**Signal wires on met2**

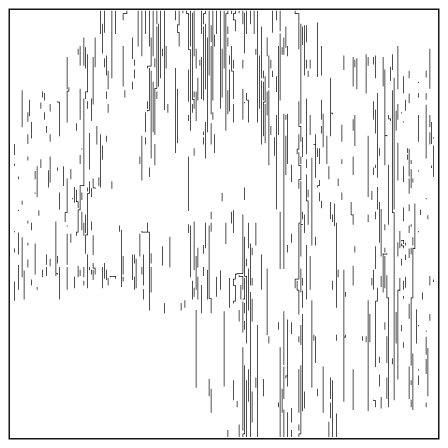
**Sizing map**

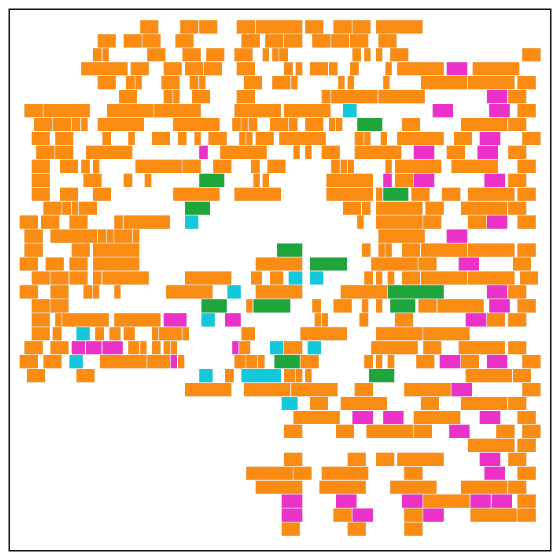
**Logic cells by family**

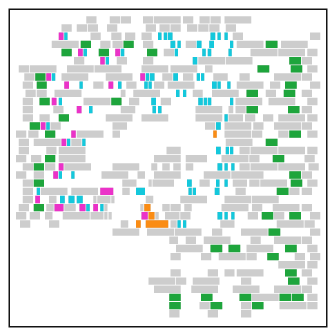
**Clock wiring as the flow saved it**

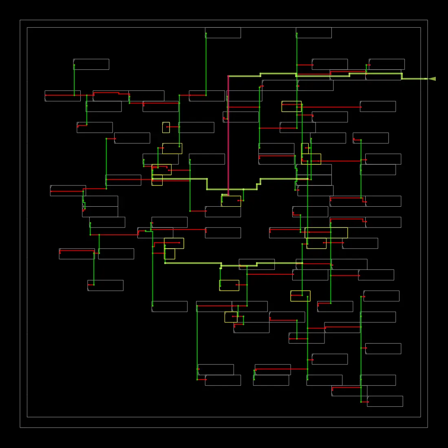
**Cells colored by class**

Scale bar: 20 um. Fill, decap, tap and diode cells in gray.
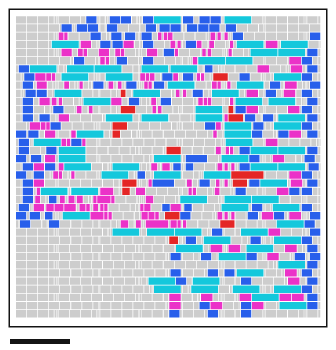
### config.mk
export PLATFORM = sky130hd
export DESIGN_NAME = lc3_mem_arbiter
export DESIGN_NICKNAME = d
export VERILOG_FILES = /design/src/rtl/lc3_mem_arb_pkg.sv /design/src/rtl/lc3_mem_arb_pick.sv /design/src/rtl/lc3_mem_arbiter.sv
export SDC_FILE = /design/constraint.sdc
export NUM_CORES = 1
export LEC_CHECK = 0
export CAP_MARGIN = 20
export CORE_MARGIN = 1.5
export CORE_UTILIZATION = 30
export CTS_CLUSTER_DIAMETER = 40
export DETAILED_ROUTE_END_ITERATION = 7
export PLACE_DENSITY = 0.64
export SYNTH_ARGS = -nofsm -noshare
export SYNTH_HDL_FRONTEND = slang
export SYNTH_HIERARCHICAL = 1
export SYNTH_SLANG_ARGS = --single-unit
### constraint.sdc
create_clock -name clock -period 2.7 [get_ports clock]
set_clock_uncertainty 0.15 [all_clocks]
set_input_delay 0.81 -clock clock [delete_from_list [all_inputs] [get_ports clock]]
set_output_delay 0.81 -clock clock [all_outputs]
set_load 0.005 [all_outputs]
### src/rtl/lc3_mem_arb_pkg.sv
// Shared types for the LC3 unified-memory arbiter.
package lc3_mem_arb_pkg;

    typedef enum logic [1:0] {
        IDLE   = 2'd0,
        ACCESS = 2'd1,
        RESP   = 2'd2
    } arb_state_t;

    typedef enum logic {
        OWN_FETCH = 1'b0,
        OWN_DATA  = 1'b1
    } owner_t;

    localparam int unsigned DEFAULT_MEM_LATENCY = 1;
    localparam int unsigned DEFAULT_LAT_CNT_W   = $clog2(DEFAULT_MEM_LATENCY + 1);

    // Latency counter must be able to hold the value MEM_LATENCY itself.
    function automatic int unsigned lat_cnt_w(input int unsigned mem_latency);
        return $clog2(mem_latency + 1);
    endfunction

endpackage

### src/rtl/lc3_mem_arb_pick.sv
// Winner selection between fetch and data, with a streak guard so fetch
// cannot be starved by a continuous run of data requests.
module lc3_mem_arb_pick
    import lc3_mem_arb_pkg::*;
#(
    parameter int unsigned MAX_DATA_STREAK = 4
) (
    input  logic   clock,
    input  logic   reset,
    input  logic   f_req,
    input  logic   d_req,
    input  logic   arb_en,
    output logic   grant_valid,
    output owner_t grant_owner
);

    localparam int unsigned SW = (MAX_DATA_STREAK < 1) ? 1 : $clog2(MAX_DATA_STREAK + 1);

    logic [SW-1:0] streak;
    logic          streak_full;

    assign streak_full = (streak == SW'(MAX_DATA_STREAK));

    // Data has priority unless fetch has waited through a full streak.
    always_comb begin
        grant_valid = arb_en && (f_req || d_req);
        if (f_req && d_req) begin
            grant_owner = streak_full ? OWN_FETCH : OWN_DATA;
        end else if (d_req) begin
            grant_owner = OWN_DATA;
        end else begin
            grant_owner = OWN_FETCH;
        end
    end

    // Count data grants made while fetch is waiting; saturate at the limit.
    always_ff @(posedge clock or posedge reset) begin
        if (reset) begin
            streak <= '0;
        end else if (grant_valid) begin
            if (grant_owner == OWN_FETCH || !f_req) begin
                streak <= '0;
            end else if (!streak_full) begin
                streak <= streak + 1'b1;
            end
        end
    end

endmodule

### src/rtl/lc3_mem_arbiter.sv
// Shares one single-port LC3 memory between fetch and memaccess, one
// access at a time, against a fixed-latency memory.
module lc3_mem_arbiter
    import lc3_mem_arb_pkg::*;
#(
    parameter int unsigned ADDR_W          = 16,
    parameter int unsigned DATA_W          = 16,
    parameter int unsigned MEM_LATENCY     = 1,
    parameter int unsigned MAX_DATA_STREAK = 4
) (
    input  logic              clock,
    input  logic              reset,
    input  logic              f_req,
    input  logic [ADDR_W-1:0] f_addr,
    output logic              f_gnt,
    output logic              f_rvalid,
    output logic [DATA_W-1:0] f_rdata,
    input  logic              d_req,
    input  logic              d_we,
    input  logic [ADDR_W-1:0] d_addr,
    input  logic [DATA_W-1:0] d_wdata,
    output logic              d_gnt,
    output logic              d_done,
    output logic [DATA_W-1:0] d_rdata,
    output logic              mem_en,
    output logic              mem_we,
    output logic [ADDR_W-1:0] mem_addr,
    output logic [DATA_W-1:0] mem_wdata,
    input  logic [DATA_W-1:0] mem_rdata,
    output logic              busy
);

    localparam int unsigned CNT_W = lat_cnt_w(MEM_LATENCY);

    arb_state_t       state;
    owner_t           owner;
    logic [CNT_W-1:0] lat_cnt;
    logic             arb_en;
    logic             grant_valid;
    owner_t           grant_owner;

    assign arb_en = (state == IDLE) || (state == RESP);

    lc3_mem_arb_pick #(
        .MAX_DATA_STREAK(MAX_DATA_STREAK)
    ) u_pick (
        .clock      (clock),
        .reset      (reset),
        .f_req      (f_req),
        .d_req      (d_req),
        .arb_en     (arb_en),
        .grant_valid(grant_valid),
        .grant_owner(grant_owner)
    );

    // FSM, latency counter and registered datapath/handshake outputs.
    always_ff @(posedge clock or posedge reset) begin
        if (reset) begin
            state     <= IDLE;
            owner     <= OWN_FETCH;
            lat_cnt   <= '0;
            f_gnt     <= 1'b0;
            f_rvalid  <= 1'b0;
            f_rdata   <= '0;
            d_gnt     <= 1'b0;
            d_done    <= 1'b0;
            d_rdata   <= '0;
            mem_en    <= 1'b0;
            mem_we    <= 1'b0;
            mem_addr  <= '0;
            mem_wdata <= '0;
            busy      <= 1'b0;
        end else begin
            f_gnt    <= 1'b0;
            d_gnt    <= 1'b0;
            mem_en   <= 1'b0;
            f_rvalid <= 1'b0;
            d_done   <= 1'b0;
            case (state)
                IDLE, RESP: begin
                    if (grant_valid) begin
                        state     <= ACCESS;
                        owner     <= grant_owner;
                        lat_cnt   <= '0;
                        busy      <= 1'b1;
                        mem_en    <= 1'b1;
                        f_gnt     <= (grant_owner == OWN_FETCH);
                        d_gnt     <= (grant_owner == OWN_DATA);
                        mem_we    <= (grant_owner == OWN_DATA) && d_we;
                        mem_addr  <= (grant_owner == OWN_DATA) ? d_addr : f_addr;
                        mem_wdata <= (grant_owner == OWN_DATA) ? d_wdata : '0;
                    end else begin
                        state <= IDLE;
                        busy  <= 1'b0;
                    end
                end
                ACCESS: begin
                    if (lat_cnt == CNT_W'(MEM_LATENCY)) begin
                        state <= RESP;
                        if (owner == OWN_FETCH) begin
                            f_rvalid <= 1'b1;
                            f_rdata  <= mem_rdata;
                        end else begin
                            d_done <= 1'b1;
                            if (!mem_we) begin
                                d_rdata <= mem_rdata;
                            end
                        end
                    end else begin
                        lat_cnt <= lat_cnt + 1'b1;
                    end
                end
                default: begin
                    state <= IDLE;
                    busy  <= 1'b0;
                end
            endcase
        end
    end

endmodule
==> git commit body <==
Refresh implementation metrics

* Layer with the highest usage: met2
* Maximum net fanout on the critical path: 29
* Number of nets in the finished design: 476
* Layout fillers: between 900 and 1000
- Delay of the slowest critical-path stage: 0.64 ns
- Counting the buffers created by CTS gives 9.
- FFs w/ async S/R, synth: 1.00
- The run finished with clean final reports.
* Power share of the sequential group: 0.395
- Number of synthesized flops with an enable pin: 0
- Per the STA report, the cell with the highest stage delay on the worst path is sky130_fd_sc_hd__and2_2.
- According to the report, the first pass of detailed routing completed in 4 iterations.
- Fraction of area in registers: 0.397
- Hold analysis lists the worst path endpoint as mem_wdata[0].
- Top cells by count, synth: sky130_fd_sc_hd__dfrtp_1, sky130_fd_sc_hd__nand2_1, sky130_fd_sc_hd__mux2_2
- Final RePlAce weighted congestion: 0.725
- Per the repair_timing log after CTS, setup buffers inserted total 0.
- The area fraction of the largest cell type after synthesis is 0.622.
* Dominant power group: combinational logic
- Last element of the critical path: mem_addr[2]
* Congestion Overflow GR: 0
- Mean instance size in the synthesized netlist: 12.1 um^2
- Pwr Total: 0.00516 W
- Die Span X: 105 um
- Adder Share, Synth: 0.00797
* Global Route met2 Usage: 0.226
- DRT antenna net count: 0
- Most common logic cell in the routed design: sky130_fd_sc_hd__clkdlybuf4s50_1
- The most critical min-delay path falls under register to register.
- The launch point of the critical path was reported as f_req.
- Setup tns final: 0 ns
* Post-synthesis cell area: 3140 um^2
- Reg2reg setup slack: 0.63 ns
* Hold_buf cts: 0
- CP bufs+invs: 1
- The number of antenna violations at the first check in global routing is 0.
* Critical Path Stages: 5
- DRC violation count after routing: 0
- Die Y-Extent: 105 um
* Number of cells in the design after placement: 530
- Data-path buffer share of cell area in the final layout: 0.303
* Leakage: ~2.2 nW
* Count of placed standard cells in the final layout, fillers left out: 545
* Met1 WL: between 3000 and 4000 um
- The fraction of final cell area spent on clock buffers and inverters in this run is 0.0382.
- Main area contributors after synthesis: sky130_fd_sc_hd__dfrtp_1, sky130_fd_sc_hd__mux2_2, sky130_fd_sc_hd__nand2_1, sky130_fd_sc_hd__mux2i_1, sky130_fd_sc_hd__nand3_1
- After technology mapping, the gate count stands at roughly 260.
- Power attributed to combinational cells is roughly 0.0023 W.
- Per the detailed-route log, wirelength across all metal layers totals 7640 um.
- TritonCTS clock tree: yes
- Maximum number of pins on one net before global-route repair: around 53
- Per the Yosys statistics, synthesis produced 260 cells.
- In the final report, the number of endpoints failing setup comes to 0.
- Synth Area in Compound Gates: 0.0462
- In the Yosys stats the netlist draws on 29 distinct library cells.
- Across the run, the number of max-cap violations was 0.
- Count of cells resized by post-cts repair: 0
* Simple-gate share of the synthesized area: 0.122
- Per report_power, the Clock row totals roughly 0.00084 W.
- In the layout the tool counted multi-input logic cells amounting to 158.
* R2R Path Start: u_pick/streak[0]
- Once detailed placement completed, the half-perimeter wirelength came to between 5000 and 6000 um.
- Crit path capture type: register
* Launch instance of the worst min-delay path: mem_wdata[0]
- After synthesis, the share of cell area in mux cells is 0.166.
- Count of routing violations after the opening detailed-route iteration: a little over 90
- Launching element type of the critical path: input pin
- Unrepaired setup endpoints after global routing: no
* Setup slack at placement: 0.0203 ns
- Seq group: 0.00204 W
- Hold Worst Slack: 0.316 ns
- Total power divided by cell area: 1050 nW/um^2
-- 'signal wires on met2' (at the start) --
share of all routed wire: 46%
main direction: vertical

-- 'sizing map' (at the start) --
legend:
  cyan:
    size: drive 3 to 4
    cells: 13
    most_used: buf_4
  green:
    size: drive 6 and up
    cells: 12
    most_used: clkbuf_8
  orange:
    size: drive 1 or less
    cells: 343
    most_used: clkdlybuf4s50_1
  magenta:
    size: drive 2
    cells: 41
    most_used: mux2_2
area of all placed cells without fillers: 4920 um^2
fin worst setup slack: 0.385 ns
Non-CTS buffers: 149
synthesis-to-layout area growth: 56.6%

-- 'logic cells by family' (at the start) --
legend:
  orange:
    family: NOR gates
    cells: 5
    most_used: nor2b_1
  green:
    family: multiplexers
    cells: 48
    most_used: mux2_2
    where: widely spread
  magenta:
    family: inverting AOI/OAI gates
    cells: 21
    most_used: o21ai_0
  cyan:
    family: NAND gates
    cells: 75
    most_used: nand2_1

-- 'clock wiring as the flow saved it' (at the start) --
count of clock tree sinks: 78
clock latency at the later pin of the worst-skew pair: 0.34 ns
Seq Cell Count: 78

-- 'cells colored by class' (at the start) --
legend:
  magenta:
    class: all other logic
    cells: 167
  cyan:
    class: flip-flops
    cells: 78
  blue:
    class: other buffers and delay cells
    cells: 149
  red:
    class: clock drivers and dummy loads
    cells: 15

Power is estimated from default activity; no workload was simulated.
